**config.mk**
```make
export PLATFORM = sky130hd
export DESIGN_NAME = aes_lite_key_sched
export DESIGN_NICKNAME = d
export VERILOG_FILES = /design/src/rtl/aes_lite_key_sched.sv
export SDC_FILE = /design/constraint.sdc
export NUM_CORES = 1
export LEC_CHECK = 0
export CAP_MARGIN = 40
export CORE_MARGIN = 8
export CORE_UTILIZATION = 57
export CTS_BUF_LIST = sky130_fd_sc_hd__clkbuf_4 sky130_fd_sc_hd__clkbuf_8
export CTS_CLUSTER_SIZE = 10
export DETAILED_ROUTE_END_ITERATION = 8
export GPL_ROUTABILITY_DRIVEN = 0
export MAX_ROUTING_LAYER = met4
export PLACE_DENSITY = 0.78
export SLEW_MARGIN = 20
export SYNTH_ARGS = -nofsm -noshare
export SYNTH_HDL_FRONTEND = slang
export SYNTH_SLANG_ARGS = --single-unit
```
**constraint.sdc**
```tcl
create_clock -name clk -period 5.7 [get_ports clk]
set_input_delay 1.425 -clock clk [delete_from_list [all_inputs] [get_ports clk]]
set_output_delay 1.425 -clock clk [all_outputs]
set_load 0.02 [all_outputs]
```
**src/rtl/aes_lite_key_sched.sv**
```systemverilog
// AES-lite key schedule: expands an 8-bit cipher key into NUM_ROUNDS+1 round keys,
// one per cycle, and serves them through a registered 1-cycle-latency read port.
module aes_lite_key_sched #(
    parameter int          NUM_ROUNDS = 10,
    parameter logic [7:0]  RCON_INIT  = 8'h01
) (
    input  logic       clk,
    input  logic       rst,
    input  logic       key_load,
    input  logic [7:0] key_in,
    output logic       busy,
    output logic       keys_ready,
    output logic [3:0] round_cnt,
    input  logic       rd_en,
    input  logic [3:0] rd_idx,
    output logic       rd_valid,
    output logic [7:0] rd_data,
    output logic       rd_err
);

    typedef enum logic [1:0] {IDLE, EXPAND, READY} state_t;

    state_t      state_q;
    logic        busy_q;
    logic        ready_q;
    logic [3:0]  roundCnt_q;
    logic [7:0]  rcon_q;
    logic [7:0]  keyTable_q [0:15];
    logic        rdValid_q;
    logic [7:0]  rdData_q;
    logic        rdErr_q;

    logic [7:0]  prevKey_d;
    logic [7:0]  newKey_d;
    logic [7:0]  rconNext_d;

    function automatic logic [3:0] sbox4(input logic [3:0] x);
        logic [3:0] y;
        case (x)
            4'h0: y = 4'hC;  4'h1: y = 4'h5;  4'h2: y = 4'h6;  4'h3: y = 4'hB;
            4'h4: y = 4'h9;  4'h5: y = 4'h0;  4'h6: y = 4'hA;  4'h7: y = 4'hD;
            4'h8: y = 4'h3;  4'h9: y = 4'hE;  4'hA: y = 4'hF;  4'hB: y = 4'h8;
            4'hC: y = 4'h4;  4'hD: y = 4'h7;  4'hE: y = 4'h1;  default: y = 4'h2;
        endcase
        return y;
    endfunction

    function automatic logic [7:0] keyFunc(input logic [7:0] k, input logic [7:0] rc);
        logic [7:0] t;
        t = {k[6:0], k[7]};
        return {sbox4(t[7:4]), sbox4(t[3:0])} ^ rc;
    endfunction

    function automatic logic [7:0] xtime(input logic [7:0] r);
        return {r[6:0], 1'b0} ^ (r[7] ? 8'h1B : 8'h00);
    endfunction

    always_comb begin
        prevKey_d  = keyTable_q[roundCnt_q - 4'd1];
        newKey_d   = keyFunc(prevKey_d, rcon_q);
        rconNext_d = xtime(rcon_q);
    end

    // key_load wins in every state, so a load during EXPAND simply restarts from rk[0]
    always_ff @(posedge clk or posedge rst) begin
        if (rst) begin
            state_q    <= IDLE;
            busy_q     <= 1'b0;
            ready_q    <= 1'b0;
            roundCnt_q <= 4'd0;
            rcon_q     <= RCON_INIT;
            keyTable_q <= '{default: 8'h00};
        end else if (key_load) begin
            keyTable_q[0] <= key_in;
            rcon_q        <= RCON_INIT;
            roundCnt_q    <= 4'd1;
            state_q       <= EXPAND;
            busy_q        <= 1'b1;
            ready_q       <= 1'b0;
        end else begin
            case (state_q)
                EXPAND: begin
                    keyTable_q[roundCnt_q] <= newKey_d;
                    rcon_q                 <= rconNext_d;
                    if (roundCnt_q == 4'(NUM_ROUNDS)) begin
                        state_q    <= READY;
                        busy_q     <= 1'b0;
                        ready_q    <= 1'b1;
                        roundCnt_q <= 4'd0;
                    end else begin
                        roundCnt_q <= roundCnt_q + 4'd1;
                    end
                end
                default: begin
                    state_q <= state_q;
                end
            endcase
        end
    end

    // Reads see pre-edge table contents, so a simultaneous key_load still returns the old key
    always_ff @(posedge clk or posedge rst) begin
        if (rst) begin
            rdValid_q <= 1'b0;
            rdData_q  <= 8'h00;
            rdErr_q   <= 1'b0;
        end else begin
            rdValid_q <= rd_en;
            if (rd_en && ready_q && (rd_idx <= 4'(NUM_ROUNDS))) begin
                rdData_q <= keyTable_q[rd_idx];
                rdErr_q  <= 1'b0;
            end else begin
                rdData_q <= 8'h00;
                rdErr_q  <= rd_en;
            end
        end
    end

    assign busy       = busy_q;
    assign keys_ready = ready_q;
    assign round_cnt  = roundCnt_q;
    assign rd_valid   = rdValid_q;
    assign rd_data    = rdData_q;
    assign rd_err     = rdErr_q;

endmodule
```
==> impl_summary.log, run 1 <==
[flow] final metrics
[metrics] number of antenna violations at the first check in global routing: 0
[metrics] maximum number of buffers from clock root to sink: 2
[metrics] DRT Wirelength: 20.4 mm
[metrics] fraction of synthesized area in multiplexers: 22.6%
[metrics] count of buffer and inverter cells on the critical path: 3
[metrics] total number of warnings across the stage logs: 32
[metrics] most frequently placed logic cells in the final layout: sky130_fd_sc_hd__dfrtp_1, sky130_fd_sc_hd__nand2_1, sky130_fd_sc_hd__o21ai_0
[metrics] Psw: 0.00158 W
[metrics] non-clock inverter count in the final layout: 14
[metrics] NumNets Final: 742
[metrics] post-placement cell count: 874
[metrics] final worst-path setup slack: 1.22 ns
[metrics] Avg WL per Cell: 22.5 µm
[metrics] proportion of cell area occupied by multi-input gates: 44.0%
[metrics] worst setup path start: round_cnt[1]
[metrics] cell type with the highest aggregate area in the netlist: sky130_fd_sc_hd__dfrtp_1
[metrics] total number of H-tree levels: 4
[metrics] Clock buf/inv share: 4.30%
[metrics] async set-or-reset flop fraction in the synthesized netlist: 100%
[metrics] # resized after CTS: 0
[metrics] first-pass GRT wire length: 32.3 mm
[metrics] setup fix buffers added after clock tree synthesis: 0
[metrics] Reg2Reg Depth: 12
[metrics] setup repair after global routing missed its margin: no
[metrics] sequential group share of total power: 38.7%
[metrics] Critical-path top delay cell: sky130_fd_sc_hd__xor2_2
[metrics] Post-Route Setup TNS: 0 ns
[metrics] classification of the worst setup path: reg -> reg
[metrics] Power per Cell Area: 448 nW/µm²
[metrics] FF-to-FF setup slack: 1.22 ns
[metrics] Starting DRT DRC Count: 589
[metrics] most used logic cell in the final layout: sky130_fd_sc_hd__dfrtp_1
[metrics] signed area change from the synthesized netlist to the final layout: 10.2%
[metrics] fraction of cell area in non-clock buffers: 5.40%
[metrics] longest individual stage delay on the worst path: 0.63 ns
[metrics] cell depth of the worst min-delay path: 2
[metrics] leakage dissipation: 3.97 nW
[metrics] TritonCTS Buffers: 17
[metrics] Post-CTS Hold Buffers: 0
[metrics] worst max-slew margin expressed relative to the limit: 42.2%
[metrics] portion of synthesized cell area occupied by the leading cell type: 47.1%
[metrics] post-synthesis cell area: 8020 µm²
[metrics] outcome: completed
[metrics] total cell area reported by yosys after synthesis: 8020 µm²
[metrics] register area share after synthesis: 47.4%
[metrics] number of detailed-routing iterations run before antenna repair: 6
[metrics] DRC violations left: 0
[metrics] FF+latch count, synth: 152
[metrics] TritonCTS clock tree: done
[metrics] vias in the first global route: 5,818
[metrics] most frequently used flop master after synthesis: sky130_fd_sc_hd__dfrtp_1
[metrics] Worst Max-Slew Pin Slew: 0.866 ns
[metrics] total design power: 0.00396 W
[metrics] setup-violating endpoint count in the final report: 0
[metrics] number of sequential storage elements: 152
[metrics] power share of the combinational group: 40.9%
[metrics] n_taps: 180
[metrics] uppermost routed layer: met4
[metrics] total cells reported by yosys after synthesis: 698
[metrics] cell-by-cell listing of the critical path: inv_1 -> ha_1 -> buf_4 -> mux4_2 -> mux2_2 -> o21ai_0 -> inv_1 -> ha_1 -> mux2i_1 -> mux2i_2 -> xor2_2 -> mux2_2
[metrics] worst setup path endpoint: keyTable_q[102]
[metrics] synthesized net count: 725
[metrics] pin count of the biggest net entering global routing: 81
[metrics] Synth top cell by count: sky130_fd_sc_hd__dfrtp_1
[metrics] routed metal-1 wire length: 8.29 mm
[metrics] FMAX: 0.223 GHz
[metrics] remaining global-route overflow: 0
[metrics] Endpoint, Worst Hold: keyTable_q[25]
[metrics] largest cells by area after synthesis: sky130_fd_sc_hd__dfrtp_1, sky130_fd_sc_hd__mux4_2, sky130_fd_sc_hd__nand2_1
[metrics] kind of cell with the highest combined delay on the critical path: multiplexers
[metrics] total cell area at the placement stage: 8440 µm²
[metrics] area share of fa/ha/maj cells after synthesis: 1.72%
[metrics] combinational gate area: 3890 µm²
[metrics] final std cell area, no fill: 8840 µm²
[metrics] met3 layer usage reported by global route: 6.13%
[metrics] Top class by area: multi-input combinational cells
[metrics] Arr. time, crit path: 4.86 ns
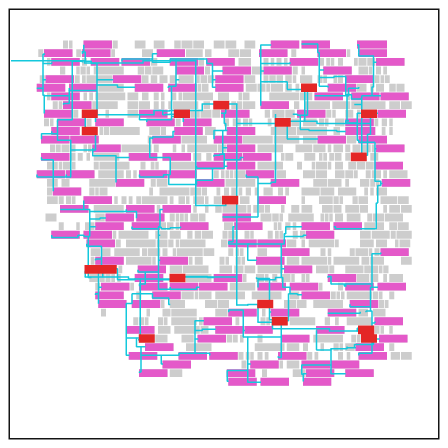
(run_1/clock_wires.png)
- clock-net drivers: red (count 17)
- flip-flops: magenta (count 152)
- clock wires: cyan (length 1,860 µm)
- routed clock nets: 18
- flops lie: all over the die
part of the total power dissipated in the clock network: 20.4%
Final Skew: 0.0179 ns
clock latency reported for the late side of the worst-skew pair: 0.46 ns
clock network power consumption: 0.000807 W

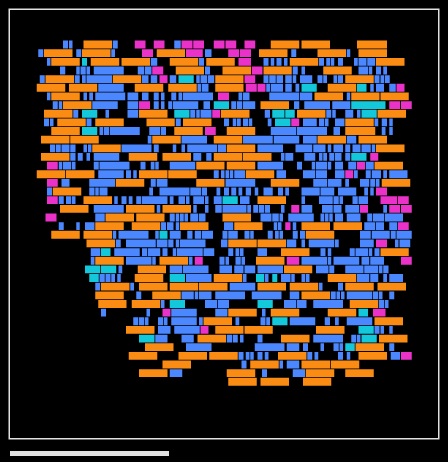
(run_1/class_map.png)
Scale bar: 50 µm.
- remaining logic cells: blue (cells 494; share of their area 46%)
- remaining buffers and delay cells: magenta (cells 50; share of their area 5.5%)
- sequential cells: orange (cells 152; share of their area 44%)
- clock drivers and dummy loads: cyan (cells 31; share of their area 4.4%)
final core area utilization: 63.9%
number of rows created at floorplan: 43
flop share of the area: 43.1%

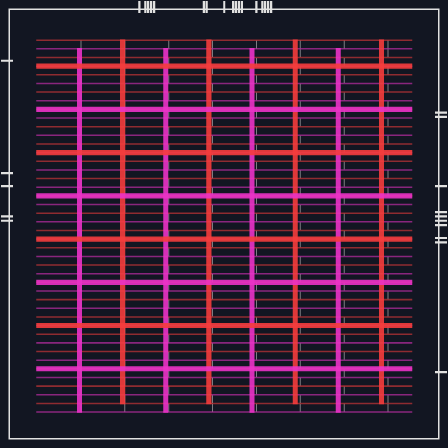
(run_1/floorplan.png)
Pins as bars on the die edge. Tap cells in gray.
- VSS: magenta
- VDD: red
- met5 straps: 8
- met1 rails: 44
- signal pins: 32
- tap cells: 180
floorplan die height: 135 µm
area of the core: 13,800 µm²
worst vdd ir: 0.265 mV
horizontal extent of the die: 135 µm

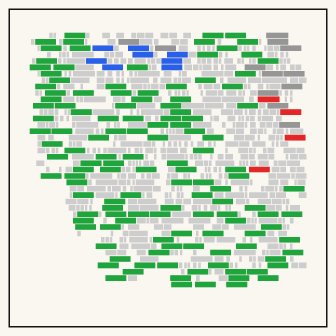
(run_1/ff_map.png)
Other sequential cells in the stronger gray, the rest of the logic in the fainter gray.
- `rd_data`: blue (flops 8; where top center)
- `keyTable_q`: green (flops 128; where all over the die)
- `round_cnt`: red (flops 4)
- not colored: 12
sequential standard cell area: 3810 µm²
sequential power: 0.00153 W

==> run 2, diff against run 1 <==
==> constraint.sdc (replaced) <==
create_clock -name clk -period 3.82 [get_ports clk]
set_input_delay 0.955 -clock clk [delete_from_list [all_inputs] [get_ports clk]]
set_output_delay 0.955 -clock clk [all_outputs]
set_load 0.02 [all_outputs]
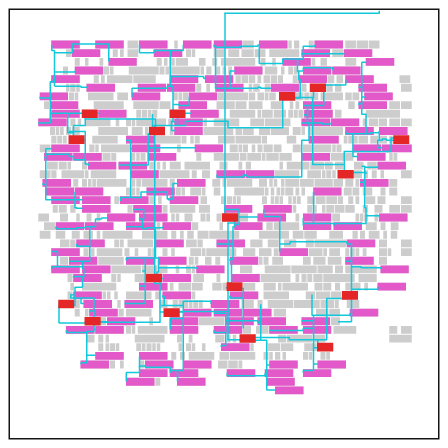
(run_2/clock_wires.png)
- flip-flops: magenta (count 152)
- clock wires: cyan (length 1,820 µm)
- clock-net drivers: red (count 17)
- flops lie: all over the die
clock latency reported for the late side of the worst-skew pair: 0.47 ns
part of the total power dissipated in the clock network: 21.4%
clock network power consumption: 0.00130 W

==> impl_summary.log, run 2 <==
[flow] final metrics
[metrics] vias in the first global route: 5,953 (+2.3%)
[metrics] setup fix buffers added after clock tree synthesis: 0 (unchanged)
[metrics] remaining global-route overflow: 0 (unchanged)
[metrics] FF+latch count, synth: 152 (unchanged)
[metrics] post-synthesis cell area: 8020 µm² (unchanged)
[metrics] async set-or-reset flop fraction in the synthesized netlist: 100% (unchanged)
[metrics] longest individual stage delay on the worst path: 0.40 ns (-0.23 ns)
[metrics] number of rows created at floorplan: 43 (unchanged)
[metrics] total cell area at the placement stage: 8580 µm² (+1.6%)
[metrics] area share of fa/ha/maj cells after synthesis: 1.72% (unchanged)
[metrics] final worst-path setup slack: 0.176 ns (-1.05 ns)
[metrics] worst setup path start: round_cnt[0]
[metrics] floorplan die height: 135 µm (unchanged)
[metrics] most frequently used flop master after synthesis: sky130_fd_sc_hd__dfrtp_1
[metrics] Worst Max-Slew Pin Slew: 0.822 ns (-0.0446 ns)
[metrics] total cell area reported by yosys after synthesis: 8020 µm² (unchanged)
[metrics] outcome: completed
[metrics] Arr. time, crit path: 3.96 ns (-0.90 ns)
[metrics] non-clock inverter count in the final layout: 14 (unchanged)
[metrics] horizontal extent of the die: 135 µm (unchanged)
[metrics] NumNets Final: 752 (+1.3%)
[metrics] number of antenna violations at the first check in global routing: 0 (unchanged)
[metrics] total number of H-tree levels: 4 (unchanged)
[metrics] Avg WL per Cell: 22.5 µm (+0.27%)
[metrics] final core area utilization: 65.6% (+1.7 points)
[metrics] flop share of the area: 42.0% (-1.1 points)
[metrics] count of buffer and inverter cells on the critical path: 3 (unchanged)
[metrics] cell-by-cell listing of the critical path: inv_2 -> ha_1 -> buf_12 -> mux4_2 -> mux2_2 -> o21ai_1 -> inv_1 -> ha_1 -> mux2_2 -> mux2i_2 -> xnor2_4 -> o21ai_0
[metrics] n_taps: 180 (unchanged)
[metrics] most frequently placed logic cells in the final layout: sky130_fd_sc_hd__dfrtp_1, sky130_fd_sc_hd__nand2_1, sky130_fd_sc_hd__o21ai_0
[metrics] TritonCTS Buffers: 17 (unchanged)
[metrics] met3 layer usage reported by global route: 7.50% (+1.4 points)
[metrics] sequential standard cell area: 3810 µm² (unchanged)
[metrics] Post-Route Setup TNS: 0 ns (unchanged)
[metrics] Starting DRT DRC Count: 572 (-2.9%)
[metrics] Top reg by flops: keyTable_q
[metrics] worst setup path endpoint: keyTable_q[68]
[metrics] DRT Wirelength: 20.7 mm (+1.5%)
[metrics] combinational gate area: 3940 µm² (+1.3%)
[metrics] setup repair after global routing missed its margin: no
[metrics] total number of warnings across the stage logs: 32 (unchanged)
[metrics] most used logic cell in the final layout: sky130_fd_sc_hd__dfrtp_1
[metrics] Final Skew: 0.0205 ns (+0.00254 ns)
[metrics] FF-to-FF setup slack: 0.18 ns (-1.05 ns)
[metrics] post-placement cell count: 884 (+1.1%)
[metrics] power share of the combinational group: 40.9% (about the same)
[metrics] classification of the worst setup path: reg -> reg
[metrics] number of detailed-routing iterations run before antenna repair: 5 (-1)
[metrics] Psw: 0.00233 W (+47%)
[metrics] proportion of cell area occupied by multi-input gates: 43.4% (-0.58 points)
[metrics] TritonCTS clock tree: done
[metrics] worst vdd ir: 0.410 mV (+55%)
[metrics] register area share after synthesis: 47.4% (unchanged)
[metrics] fraction of cell area in non-clock buffers: 6.87% (+1.5 points)
[metrics] synthesized net count: 725 (unchanged)
[metrics] Clock buf/inv share: 4.60% (+0.29 points)
[metrics] total cells reported by yosys after synthesis: 698 (unchanged)
[metrics] Critical-path top delay cell: sky130_fd_sc_hd__dfrtp_2
[metrics] # resized after CTS: 1 (+1)
[metrics] DRC violations left: 0 (unchanged)
[metrics] sequential power: 0.00229 W (+50%)
[metrics] setup-violating endpoint count in the final report: 0 (unchanged)
[metrics] sequential group share of total power: 37.7% (-1.0 points)
[metrics] cell type with the highest aggregate area in the netlist: sky130_fd_sc_hd__dfrtp_1
[metrics] leakage dissipation: 4.07 nW (+2.4%)
[metrics] fraction of synthesized area in multiplexers: 22.6% (unchanged)
==> run 3, diff against run 2 <==
--- a/config.mk
+++ b/config.mk
@@ -13,7 +13,7 @@
 export DETAILED_ROUTE_END_ITERATION = 8
 export GPL_ROUTABILITY_DRIVEN = 0
 export MAX_ROUTING_LAYER = met4
-export PLACE_DENSITY = 0.78
+export PLACE_DENSITY = 0.85
 export SLEW_MARGIN = 20
 export SYNTH_ARGS = -nofsm -noshare
 export SYNTH_HDL_FRONTEND = slang
==> constraint.sdc (replaced) <==
create_clock -name clk -period 3 [get_ports clk]
set_input_delay 0.75 -clock clk [delete_from_list [all_inputs] [get_ports clk]]
set_output_delay 0.75 -clock clk [all_outputs]
set_load 0.02 [all_outputs]
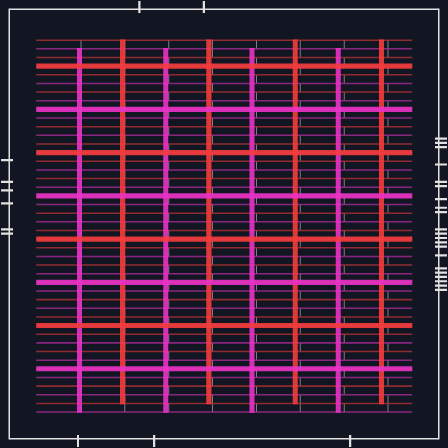
(run_3/floorplan.png)
Pins as bars on the die edge. Tap cells in gray.
- VDD: red
- VSS: magenta
- met5 straps: 8
- rows: 43
worst vdd ir: 0.492 mV

==> impl_summary.log, run 3 <==
[flow] final metrics
[metrics] worst slack after detailed placement: -0.469 ns
[metrics] largest cells by area after synthesis: sky130_fd_sc_hd__dfrtp_1, sky130_fd_sc_hd__mux4_2, sky130_fd_sc_hd__nand2_1
[metrics] Comb gates: 481
[metrics] synthesized net count: 725 (unchanged)
[metrics] cell type with the highest aggregate area in the netlist: sky130_fd_sc_hd__dfrtp_1
[metrics] most frequently placed logic cells in the final layout: sky130_fd_sc_hd__dfrtp_1, sky130_fd_sc_hd__nand2_1, sky130_fd_sc_hd__buf_4
[metrics] required arrival time at the worst endpoint: 3.38 ns
[metrics] sequential group share of total power: 27.2% (-10 points)
[metrics] Post-Route Setup TNS: -83.24 ns (-83.24 ns)
[metrics] Reg2Reg Depth: 15
[metrics] number of antenna violations at the first check in global routing: 1 (+1)
[metrics] quantity of I/O buffers inserted on ports: 31
[metrics] portion of synthesized cell area occupied by the leading cell type: 47.1%
[metrics] NumNets Final: 836 (+11%)
[metrics] simple-gate portion of the synthesized area: 9.42%
[metrics] Max-cap violations: 0
[metrics] count of endpoints failing hold in the final timing report: 0
[metrics] Avg Cell Area, Syn: 11.5 µm²
[metrics] Synth warnings: 0
[metrics] fraction of synthesized area in multiplexers: 22.6% (unchanged)
[metrics] total design power: 0.0109 W
[metrics] clock buffer count: 23
[metrics] largest fanout on the critical path: 8
[metrics] flop share of the area: 36.2% (-5.8 points)
[metrics] n_taps: 180 (unchanged)
[metrics] Starting DRT DRC Count: 1,259 (+120%)
[metrics] top-level port count: 32
[metrics] hold path start: keyTable_q[20]
[metrics] Top Usage Layer GRT: met2
[metrics] outcome: finished with violations
[metrics] total number of warnings across the stage logs: 35 (+9.4%)
[metrics] TritonCTS clock tree: done
[metrics] CP Launch Type: flip-flop
[metrics] most used logic cell in the final layout: sky130_fd_sc_hd__dfrtp_1
[metrics] cell-by-cell listing of the critical path: inv_8 -> ha_4 -> buf_12 -> buf_6 -> buf_6 -> mux4_2 -> mux2i_2 -> nor2_2 -> a31oi_4 -> buf_12 -> mux2_4 -> mux2i_4 -> xnor2_4 -> buf_16 -> o21ai_2
[metrics] kind of cell with the highest combined delay on the critical path: multiplexers
[metrics] Clock buf/inv share: 4.02% (-0.57 points)
[metrics] # resized after CTS: 114 (+113)
[metrics] pin count of the biggest net entering global routing: 55
[metrics] horizontal extent of the die: 135 µm (unchanged)
[metrics] Top reg by flops: keyTable_q
[metrics] worst max-slew margin expressed relative to the limit: 49.0%
[metrics] final core area utilization: 76.0% (+10 points)
[metrics] final worst-path setup slack: -0.946 ns (-1.12 ns)
[metrics] DRT Wirelength: 31.5 mm (+52%)
[metrics] setup-violating endpoint count in the final report: 128 (+128)
[metrics] heaviest power group: combinational logic
[metrics] clock root buffer: sky130_fd_sc_hd__clkbuf_8
[metrics] Global Route met2 Usage: 47.6%
[metrics] worst setup path start: round_cnt[0]
[metrics] area share of fa/ha/maj cells after synthesis: 1.72% (unchanged)
[metrics] count of non-filler cells in the finished layout: 1,003
[metrics] clock latency reported for the late side of the worst-skew pair: 0.48 ns (about the same)
[metrics] Worst Max-Slew Pin Slew: 0.763 ns (-0.0585 ns)
[metrics] number of synthesized flops with an enable pin: 0
[metrics] uppermost routed layer: met4
[metrics] post-synthesis cell area: 8020 µm² (unchanged)
[metrics] FF-to-FF setup slack: -0.95 ns (-1.12 ns)
[metrics] register area share after synthesis: 47.4% (unchanged)
[metrics] max reg flops: 128
[metrics] Power per Cell Area: 1040 nW/µm²
[metrics] gate count of the mapped netlist: 698
[metrics] failing checks: negative setup slack
[metrics] drt via density: 7.34
[metrics] count of buffer and inverter cells on the critical path: 6 (+3)
[metrics] count of inserted antenna diode cells: 2
[metrics] Critical-path top delay cell: sky130_fd_sc_hd__dfrtp_2
[metrics] floorplan die height: 135 µm (unchanged)
[metrics] fraction of final layout cells with drive strength greater than 1: 37.5%
[metrics] clock-pin slew on the worst setup and hold paths: 0.09 ns
[metrics] most frequently used flop master after synthesis: sky130_fd_sc_hd__dfrtp_1
[metrics] routed metal-1 wire length: 9.95 mm
[metrics] Total Die Area: 18,100 µm²
[metrics] first-pass GRT wire length: 42.7 mm
[metrics] non-clock inverter count in the final layout: 14 (unchanged)
[metrics] number of rows created at floorplan: 43 (unchanged)
[metrics] FMAX: 0.253 GHz
[metrics] maximum number of buffers from clock root to sink: 2
[metrics] number of distinct library cells after synthesis: 52
[metrics] XOR Share, Synth: 2.18%
[metrics] final critical delay including setup and external delays: 3.95 ns
[metrics] remaining global-route overflow: 0 (unchanged)
[metrics] fillcell total: 699
[metrics] total number of H-tree levels: 4 (unchanged)
[metrics] Post-CTS Hold Buffers: 0
[metrics] residual antenna-violating net count after detailed routing: 0
[metrics] vias in the first global route: 7,274 (+22%)
[metrics] sequential standard cell area: 3810 µm² (unchanged)
[metrics] area of the core: 13,800 µm²
[metrics] total cells reported by yosys after synthesis: 698 (unchanged)
[metrics] number of detailed-routing iterations run before antenna repair: 6 (+1)
[metrics] FF+latch count, synth: 152 (unchanged)
[metrics] area share of and-or/or-and cells after synthesis: 12.5%
[metrics] Avg WL per Cell: 31.4 µm (+39%)
[metrics] power consumed by combinational cells: 0.00622 W
[metrics] async set-or-reset flop fraction in the synthesized netlist: 100% (unchanged)
[metrics] proportion of cell area occupied by multi-input gates: 41.8% (-1.6 points)
[metrics] clock network power consumption: 0.00173 W (+33%)
[metrics] leakage dissipation: 4.68 nW (+15%)
[metrics] launching point of the worst reg2reg path: round_cnt[0]
[metrics] fraction of cell area in non-clock buffers: 15.1% (+8.3 points)
[metrics] Psw: 0.00455 W (+95%)
[metrics] via count: 7,366
[metrics] signed area change from the synthesized netlist to the final layout: 31.1%
[metrics] Signal buffers: 143
[metrics] power share of the combinational group: 56.9% (+16 points)
[metrics] cell depth of the worst min-delay path: 2
[metrics] DRC violations left: 0 (unchanged)
[metrics] number of cells on the critical path: 15
[metrics] detailed route wirelength on metal3: 4.55 mm
[metrics] routed wire length on met2: 14.1 mm
[metrics] total cell area at the placement stage: 9010 µm² (+5.0%)
[metrics] RR Endpoint: keyTable_q[44]
[metrics] Synth top cell by count: sky130_fd_sc_hd__dfrtp_1
[metrics] worst hold path class: reg -> reg
[metrics] TritonCTS Buffers: 17 (unchanged)
[metrics] sequential power: 0.00298 W (+30%)
[metrics] combinational gate area: 4400 µm² (+12%)
[metrics] Final Skew: 0.0141 ns (-0.00636 ns)
[metrics] longest individual stage delay on the worst path: 0.47 ns (+0.07 ns)
[metrics] total cell area reported by yosys after synthesis: 8020 µm² (unchanged)
[metrics] Endpoint, Worst Hold: keyTable_q[20]
[metrics] part of the total power dissipated in the clock network: 15.8% (-5.6 points)
[metrics] FP Util: 58.0%
[metrics] post-placement cell count: 922 (+4.3%)
[metrics] setup repair after global routing missed its margin: yes
[metrics] Max Transition Viols Final: 0
[metrics] setup fix buffers added after clock tree synthesis: 29 (+29)
[metrics] Arr. time, crit path: 4.32 ns (+0.36 ns)
[metrics] worst setup path endpoint: keyTable_q[44]
[metrics] classification of the worst setup path: reg -> reg
[metrics] met3 layer usage reported by global route: 9.66% (+2.2 points)
Power figures rest on the tool's default switching activity, not on a simulated workload.
